### Layout detail, run 1

Region (55, 55) to (105, 105) um. Cells in grey, sequential cells in the stronger grey; small squares are vias.
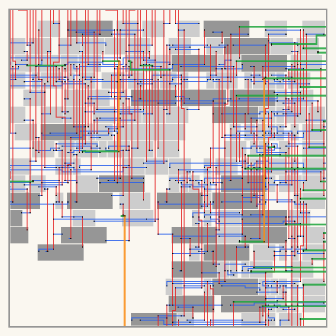
### Clock nets, run 1

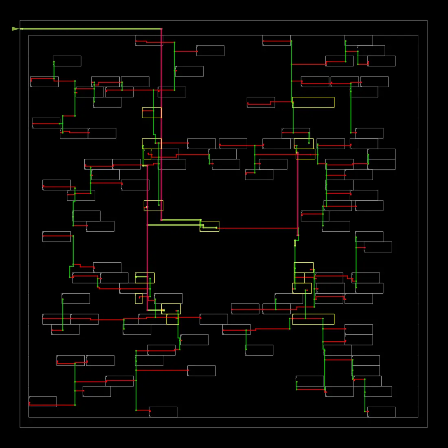
### Signal wires on met3, run 1

Scale: 4 px per um.
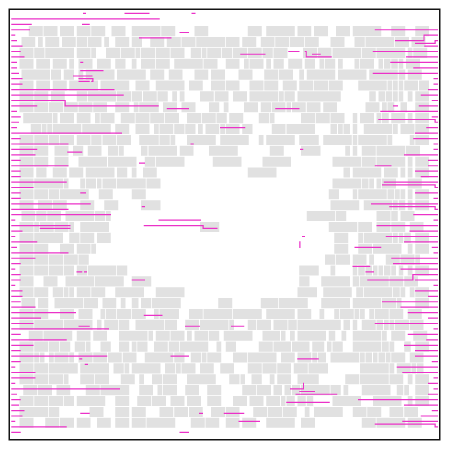
### I/O pins on the die edge, run 1

Scale: 3 px per um. Pins as bars across the die edge, other pins in grey.
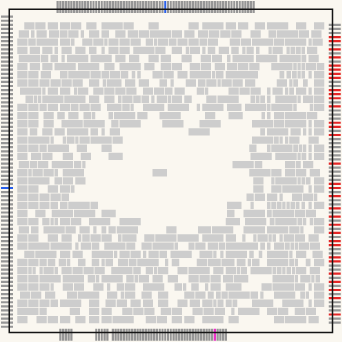
### src/rtl/fpu_op_scheduler.sv
// Two-requester arbiter/sequencer in front of one shared multi-cycle FPU core.
// Define FPU_ARB_RR_EN for round-robin arbitration; otherwise req0 has fixed priority.
module fpu_op_scheduler #(
  parameter int WIDTH    = 32,
  parameter int OP_WIDTH = 2
) (
  input  logic                clk,
  input  logic                rst,
  input  logic                req0_valid,
  output logic                req0_ready,
  input  logic [WIDTH-1:0]    req0_operand_a,
  input  logic [WIDTH-1:0]    req0_operand_b,
  input  logic [OP_WIDTH-1:0] req0_operation,
  input  logic                req1_valid,
  output logic                req1_ready,
  input  logic [WIDTH-1:0]    req1_operand_a,
  input  logic [WIDTH-1:0]    req1_operand_b,
  input  logic [OP_WIDTH-1:0] req1_operation,
  output logic                rsp0_valid,
  input  logic                rsp0_ready,
  output logic                rsp1_valid,
  input  logic                rsp1_ready,
  output logic [WIDTH-1:0]    rsp_result,
  output logic                fpu_start,
  output logic [WIDTH-1:0]    fpu_operand_a,
  output logic [WIDTH-1:0]    fpu_operand_b,
  output logic [OP_WIDTH-1:0] fpu_operation,
  input  logic                fpu_done,
  input  logic [WIDTH-1:0]    fpu_result,
  output logic                busy
);

  typedef enum logic [1:0] {IDLE, ISSUE, WAIT, RESP} state_t;

  typedef struct packed {
    logic [WIDTH-1:0]    a;
    logic [WIDTH-1:0]    b;
    logic [OP_WIDTH-1:0] op;
  } fpu_req_t;

  state_t   state, state_nxt;
  logic     owner;
  logic [1:0] grant;
  logic     accept;
  logic     rsp_hs;
  fpu_req_t req_sel, req_q;

`ifdef FPU_ARB_RR_EN
  logic last_grant;

  // On contention, favour whoever did not win last time.
  always_comb begin
    grant = {req1_valid, req0_valid};
    if (req0_valid && req1_valid)
      grant = last_grant ? 2'b01 : 2'b10;
  end

  always_ff @(posedge clk) begin
    if (rst)         last_grant <= 1'b1;
    else if (accept) last_grant <= grant[1];
  end
`else
  always_comb grant = {req1_valid & ~req0_valid, req0_valid};
`endif

  assign req0_ready = (state == IDLE) & grant[0];
  assign req1_ready = (state == IDLE) & grant[1];
  assign accept     = (state == IDLE) & (|grant);

  assign req_sel = grant[1] ? '{a: req1_operand_a, b: req1_operand_b, op: req1_operation}
                            : '{a: req0_operand_a, b: req0_operand_b, op: req0_operation};

  assign fpu_start     = (state == ISSUE);
  assign busy          = (state != IDLE);
  assign rsp0_valid    = (state == RESP) & ~owner;
  assign rsp1_valid    = (state == RESP) &  owner;
  assign rsp_hs        = owner ? rsp1_ready : rsp0_ready;
  assign fpu_operand_a = req_q.a;
  assign fpu_operand_b = req_q.b;
  assign fpu_operation = req_q.op;

  always_comb begin
    state_nxt = state;
    case (state)
      IDLE:    if (accept)   state_nxt = ISSUE;
      ISSUE:                 state_nxt = WAIT;
      WAIT:    if (fpu_done) state_nxt = RESP;
      RESP:    if (rsp_hs)   state_nxt = IDLE;
      default:               state_nxt = IDLE;
    endcase
  end

  always_ff @(posedge clk) begin
    if (rst) begin
      state      <= IDLE;
      owner      <= 1'b0;
      req_q      <= '0;
      rsp_result <= '0;
    end else begin
      state <= state_nxt;
      if (accept) begin
        owner <= grant[1];
        req_q <= req_sel;
      end
      // Only a done seen in WAIT belongs to the in-flight op.
      if (state == WAIT && fpu_done)
        rsp_result <= fpu_result;
    end
  end

endmodule

### config.mk
export PLATFORM = sky130hd
export DESIGN_NAME = fpu_op_scheduler
export DESIGN_NICKNAME = d
export VERILOG_FILES = /design/src/rtl/fpu_op_scheduler.sv
export SDC_FILE = /design/constraint.sdc
export NUM_CORES = 1
export LEC_CHECK = 0
export CAP_MARGIN = 20
export CORE_MARGIN = 2
export CORE_UTILIZATION = 40
export CTS_BUF_LIST = sky130_fd_sc_hd__clkbuf_4 sky130_fd_sc_hd__clkbuf_8
export DETAILED_ROUTE_END_ITERATION = 10
export PLACE_DENSITY = 0.95
export REMOVE_ABC_BUFFERS = 1
export SLEW_MARGIN = 20
export SYNTH_ARGS = -nofsm -noshare
export SYNTH_HDL_FRONTEND = slang
export SYNTH_SLANG_ARGS = --single-unit
### constraint.sdc
create_clock -name clk -period 3.5 [get_ports clk]
set_input_delay 1.05 -clock clk [delete_from_list [all_inputs] [get_ports clk]]
set_output_delay 1.05 -clock clk [all_outputs]
set_load 0.05 [all_outputs]
==> qor.txt, run 1 <==
Syn-to-layout area delta = 70.59%
Yosys simple share = 0.1290
Core Region = 10,320 um^2
Critical path capture point type = output pin
DRC errors left = 0
Post CTS Setup Buffer Count = 0
Initial core utilization = 0.4133
Commonest cells post-synth = 101 x dfxtp_1, 68 x mux2i_1, 67 x nor2_1
Top fanout value on the critical path = 4
Hold WC Path Type = register to register
Synth logic family = AND-OR/OR-AND gates
Tool warnings = 28
H-tree depth = 3
WL per Instance = 16.72 um
Crit path cell chain = clkdlybuf4s50_1, nor2b_4, and2_1, buf_12
Ys Warns = 0
Overall Power = 5.192 mW
Fin nets = 889
Avg Inst Size Synth = 9.215 um^2
Synthesized chip area reported by yosys = 4267 um^2
Yosys cell count = 463
Crit path max-delay family = buffers and inverters
Pwr/cell area = 713.3 nW/um^2
Pin count of the biggest net entering global routing = 73
Cell type with the largest total area = dfxtp_1
Total GRT Usage = 0.2409
Util after Layout = 0.7050
Worst-margin pin slew = 1.000 ns
Total I/O pin count = 275
Pre-CTS setup slack = 0.3093 ns
Hold Fails Final Rpt = 0
Post-Synth AOI/OAI Area = 0.1633
Sw Pwr = 2.340 mW
Hold WS = 0.4623 ns
Comb gate area = 1993 um^2
Total die area = 11,510 um^2
Run status = finished clean
CP Data Required Time = 2.45 ns
Pre-Repair DR Iteration Count = 4
Critical path's slowest cell = clkdlybuf4s50_1
Reg power frac = 0.311
Slew HR = 0.3315
Post-Syn Area = 4267 um^2
Vias in the first global route = 4,344
Worst-Skew Late Latency = 0.35 ns
Synth Seq Share = 0.4739
Power Internal = 2.852 mW
Max-area cell share = 0.4739
Setup slack after layout = 0.3017 ns
Count leader, synth = dfxtp_1
Clock share of power = 0.157
CP Launch Type = primary input
Antenna Violating Nets Remaining = 0
Critical Path AT = 2.15 ns
Type of the worst setup path = primary input to output pin
P_leak = 2.686 nW
Final min period = 3.198 ns
Main area contributors = dfxtp_1 47%, mux2i_1 16%, a211oi_1 12%
RSZ-0062 raised after global routing = false
HPWL after DPL = 10,890 um
Post-CTS resize count = 0
Setup_tns = 0 ns
Cell area after layout = 7278 um^2
Top_reg_cell synth = dfxtp_1
Placed cells = 839
Fmax = 312.7 MHz
Switching Share = 0.4507
Gpl congestion = 0.8006
Mux share = 0.1595
CTS clk-pin slew, worst paths = 0.09 ns
CTS Root Cell = clkbuf_8
Placed cell area = 7054 um^2
Clk buf depth = 2
Crit path largest cell delay = 0.54 ns
Flop area = 2022 um^2
Fillers = 718
Share of flip-flops with an asynchronous set or reset = 0
Row count = 37
Flops after synth = 101
Setup violators final = 0
Initial antenna violation count = 0
Synth Instances = 463
Post-synthesis cell type count = 20
CTS tree = yes
Hold Buf Count CTS = 0
Peak VDD IR = 449.9 uV
Number of enable flip-flop cells = 0
Share of post-route cells with drive strength above 1 = 0.03894
Notes on 'Layout detail' above:
- orange: met4
- blue: met1
- red: met2
- green: met3
- cells with their middle in the window: 173
- netlist names of flops here include: `rsp_result` (16), `fpu_operand_a` (8), `fpu_operand_b` (3)
- sequential cells in the window: 27
- most frequent: clkdlybuf4s50_1 (63), nand2_1 (31), dfxtp_1 (27)

Notes on 'Clock nets' above:
clk pwr: 0.816 mW
clock sink count: 101
clkbuf count: 10
CTS Buf Count: 9
Clock Skew: 0.01584 ns

Notes on 'Signal wires on met3' above:
- longest straight run: 36.8 um
- main direction: horizontal
- nets with wire on the layer: 183
met3 GRT Util: 0.07324
vias post-DR: 4,340
Post-Route WL: 14,300 um

Notes on 'I/O pins on the die edge' above:
- red: `rsp_result` (pins 32; direction output; edge east)
- blue: `req0_operation` (pins 2; direction input; edge 1 west, 1 north)
- magenta: `req1_ready` (pins 1; direction output; edge south)
- all pins by edge: 77 west, 74 east, 72 north, 52 south
PortBufs: 274
Die W: 107.3 um
Vert. Die Dim: 107.3 um

[run 1: layout by cell type (no fill, tap or decap), types with 2 or more instances in the layout]
cell type / synthesis / layout
clkdlybuf4s50_1: 0 / 271
dfxtp_1: 101 / 101
mux2i_1: 68 / 68
nor2_1: 67 / 67
a211oi_1: 66 / 66
nand2_1: 65 / 65
a21oi_1: 33 / 33
clkbuf_8: 0 / 10
inv_1: 5 / 5
buf_4: 5 / 5
buf_12: 4 / 5
and2_1: 4 / 4
ha_1: 4 / 4
nand2b_1: 2 / 2
clkinv_2: 0 / 2
bufinv_16: 0 / 2
[run 1: routing by layer]
metal	global-route usage	wire length [um]	part of all wire
met1	0.2592	5289	0.37
met2	0.4385	7313	0.51
met3	0.07324	1280	0.090
met4	0.09462	412	0.029
met5	0	0	0
[run 1: final timing paths]
path	start	end	slack (ns)	cells past startpoint
min	rsp_result[29]	rsp_result[29]	0.46	2
max reg2reg	state[0]	rsp_result[22]	1.61	5
max	req1_valid	req1_ready	0.30	4
min reg2reg	rsp_result[29]	rsp_result[29]	0.46	2
[run 1: worst min-delay path: stages (launching register included)]
cell and delay (ns):
dfxtp_1 0.32, nand2_1 0.05, a21oi_1 0.06
[run 1: state kept, by name, summed over array words and instances (netlist names)]
register	count
rsp_result	32
fpu_operand_b	32
fpu_operation	2
state	2
owner	1
fpu_operand_a	32
[run 1: final cells by class]
| cell class | instances | area share |
|---|---|---|
| Timing Repair Buffer | 281 | 0.3916 |
| Tap cell | 136 | 0.02338 |
| Clock inverter | 6 | 0.01186 |
| Multi-Input combinational cell | 316 | 0.2739 |
| Clock buffer | 10 | 0.01891 |
| Inverter | 5 | 0.002579 |
| Sequential cell | 101 | 0.2778 |
==> run 2, diff against run 1 <==
--- a/config.mk
+++ b/config.mk
@@ -5,7 +5,7 @@
 export SDC_FILE = /design/constraint.sdc
 export NUM_CORES = 1
 export LEC_CHECK = 0
-export CAP_MARGIN = 20
+export CORE_ASPECT_RATIO = 2
 export CORE_MARGIN = 2
 export CORE_UTILIZATION = 40
 export CTS_BUF_LIST = sky130_fd_sc_hd__clkbuf_4 sky130_fd_sc_hd__clkbuf_8
### Signal wires on met3, run 2

Scale: 4 px per um.
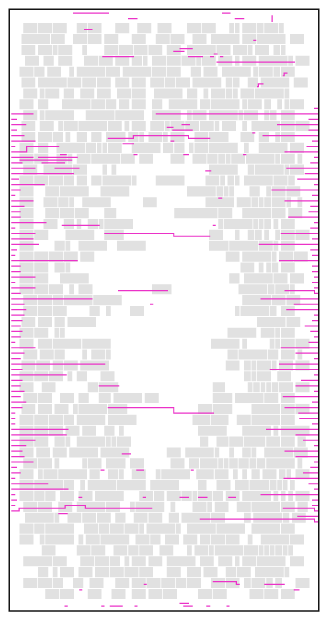
- share of all routed wire: 7.1%
- wire length on this layer: 1,030 um
- nets with wire on the layer: 187
- main direction: horizontal
vias post-DR: 4,404
Post-Route WL: 14,530 um
met3 GRT Util: 0.07238

### Clock nets, run 2

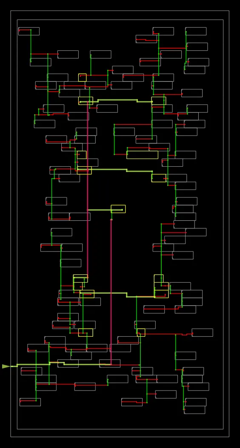
clkbuf count: 12
clk pwr: 0.768 mW
Clock Skew: 0.01852 ns
flop count: 101
Worst-Skew Late Latency: 0.36 ns

==> run 2 against run 1 <==
Cell area is 0.29% lower. Maximum frequency rose by 0.15%. Final cell count unchanged. Sequential share of layout area up 0.081 points. Clock power down 5.9%. Hold slack got worse by 0.0026 ns. Critical path type unchanged. Largest power group unchanged.
==> qor.txt, run 2 <==
Run status = finished clean
Overall Power = 5.144 mW
Comb power frac = 0.539
Most frequent logic cells in the routed design = 271 x clkdlybuf4s50_1, 101 x dfxtp_1, 68 x mux2i_1
Number of enable flip-flop cells = 0
Clk buf depth = 2
Synth Instances = 463
Critical path capture point type = output pin
CP Launch Type = primary input
WL per Instance = 16.99 um
Total I/O pin count = 275
Reg power frac = 0.312
Pin count of the biggest net entering global routing = 92
Yosys simple share = 0.1290
Main area contributors = dfxtp_1 47%, mux2i_1 16%, a211oi_1 12%
Fa+ha+maj area frac = 0.01173
Post-CTS resize count = 0
Initial DRC Count = 171
Pwr/cell area = 708.9 nW/um^2
CTS Buf Count = 9
Max-area cell share = 0.4739
Top fanout value on the critical path = 4
Post-synthesis xor/xnor area fraction = 0
Hold Fails Final Rpt = 0
Share of flip-flops with an asynchronous set or reset = 0
Met2 wire len = 7742 um
Total die area = 11,560 um^2
Synth logic family = AND-OR/OR-AND gates
Commonest cells post-synth = 101 x dfxtp_1, 68 x mux2i_1, 67 x nor2_1
Type of the worst setup path = primary input to output pin
Met3 WL = 1031 um
Clock sink count = 101
Post CTS Setup Buffer Count = 0
H-tree depth = 3
Hold WS = 0.4597 ns
Synth Seq Share = 0.4739
Mux share = 0.1595
CP Data Required Time = 2.45 ns
Count leader, synth = dfxtp_1
Tool warnings = 28
Top_reg_cell synth = dfxtp_1
Clock share of power = 0.149
M1 wire length = 4993 um
Yosys cell count = 463
Fmax = 313.1 MHz
Vias in the first global route = 4,507
Row count = 53
Busiest layer in global routing = met2
Hold WC Path Type = register to register
Highest routed layer = met4
Post-Synth AOI/OAI Area = 0.1633
HPWL after DPL = 11,170 um
Post-DR vias/cell = 5.151
Critical Path AT = 2.14 ns
Post-Syn Area = 4267 um^2
Final min period = 3.194 ns
Slew Viols, Final = 0
Post-synthesis cell type count = 20
Met1 usage = 0.2401
Worst-margin pin slew = 1.044 ns
First-pass GRT wire length = 22,010 um
Fillers = 806
CTS clk-pin slew, worst paths = 0.08 ns
Slew HR = 0.3025
Cell type with the largest total area = dfxtp_1
Initial core utilization = 0.4072
Pre-Repair DR Iteration Count = 4
Hold Buf Count CTS = 0
Comb gate area = 1993 um^2
Flops after synth = 101
Tcrit/Tclk final = 0.9125
Switching Share = 0.4566
PortBufs = 274
DRC errors left = 0
M2 GR Usage = 0.4474
Avg Inst Size Synth = 9.215 um^2
RSZ-0062 raised after global routing = false
Gpl congestion = 0.8501
Gr ovfl total = 0
Synthesized chip area reported by yosys = 4267 um^2
Ys Warns = 0
Most used logic cell in the final layout = clkdlybuf4s50_1
Power Internal = 2.796 mW
Sw Pwr = 2.349 mW
Fin nets = 888
Peak VDD IR = 459.7 uV
Share of post-route cells with drive strength above 1 = 0.03760
Die W = 77.03 um
Initial antenna violation count = 0
Core Region = 10,480 um^2
Flop area = 2022 um^2
Vert. Die Dim = 150.1 um
N_diodes = 0
CTS tree = yes
Max cap viols = 0
Total GRT Usage = 0.2431
P_leak = 2.677 nW
Setup violators final = 0
CTS Root Cell = clkbuf_8
Antenna Violating Nets Remaining = 0
Syn-to-layout area delta = 70.09%
[run 2: cell counts after synthesis]
No cell type changed its count.
[run 2: cell type report]
type / instances / area share
repair buffers: 280 / 0.3917
flip-flops and latches: 101 / 0.2786
multi-input cells: 316 / 0.2747
well taps: 137 / 0.02362
clock buffers: 12 / 0.02103
clock inverters: 4 / 0.007759
inverters: 5 / 0.002586
[run 2: path summary, 6_finish.rpt]
| check | depth (start not counted) | end | start | slack (ns) |
|---|---|---|---|---|
| worst max-delay path | 4 | req1_ready | req1_valid | 0.31 |
| worst min-delay path | 2 | rsp_result[8] | rsp_result[8] | 0.46 |
| worst max register to register | 6 | fpu_operand_b[2] | state[0] | 1.53 |
| worst min register to register | 2 | rsp_result[8] | rsp_result[8] | 0.46 |
[run 2: stage by stage]
stage | TNS [ns] | instances | instance area, um^2 | utilization | setup slack [ns]
6_report | 0 | 855 | 7257 | 0.6926 | 0.3064
5_1_grt | 0 | 855 | 7257 | 0.6926 | 0.2400
4_1_cts | 0 | 855 | 7257 | 0.6926 | 0.2989
3_5_place_dp | 0 | 839 | 7048 | 0.6727 | 0.3122
3_3_place_gp | 0 | 839 | 7048 | 0.6727 | 0.3371
2_1_floorplan | -170.69 | 422 | 4019 | - | -3.574
[run 2: power by group through the flow]
stage / Sequential, mW / Combinational [mW] / Clock, mW
floorplan: 2.57 / 0.789 / 0
global placement: 1.61 / 2.69 / 0
detailed placement: 1.63 / 2.77 / 0
CTS: 1.60 / 2.78 / 0.786
global route: 1.64 / 2.91 / 0.833
finish: 1.60 / 2.77 / 0.768
[run 2: worst max-delay path, stage by stage]
cell             delay (ns)
clkdlybuf4s50_1        0.54
nor2b_4                0.21
and2_1                 0.19
buf_12                 0.14
Power figures rest on the tool's default switching activity, not on a simulated workload.
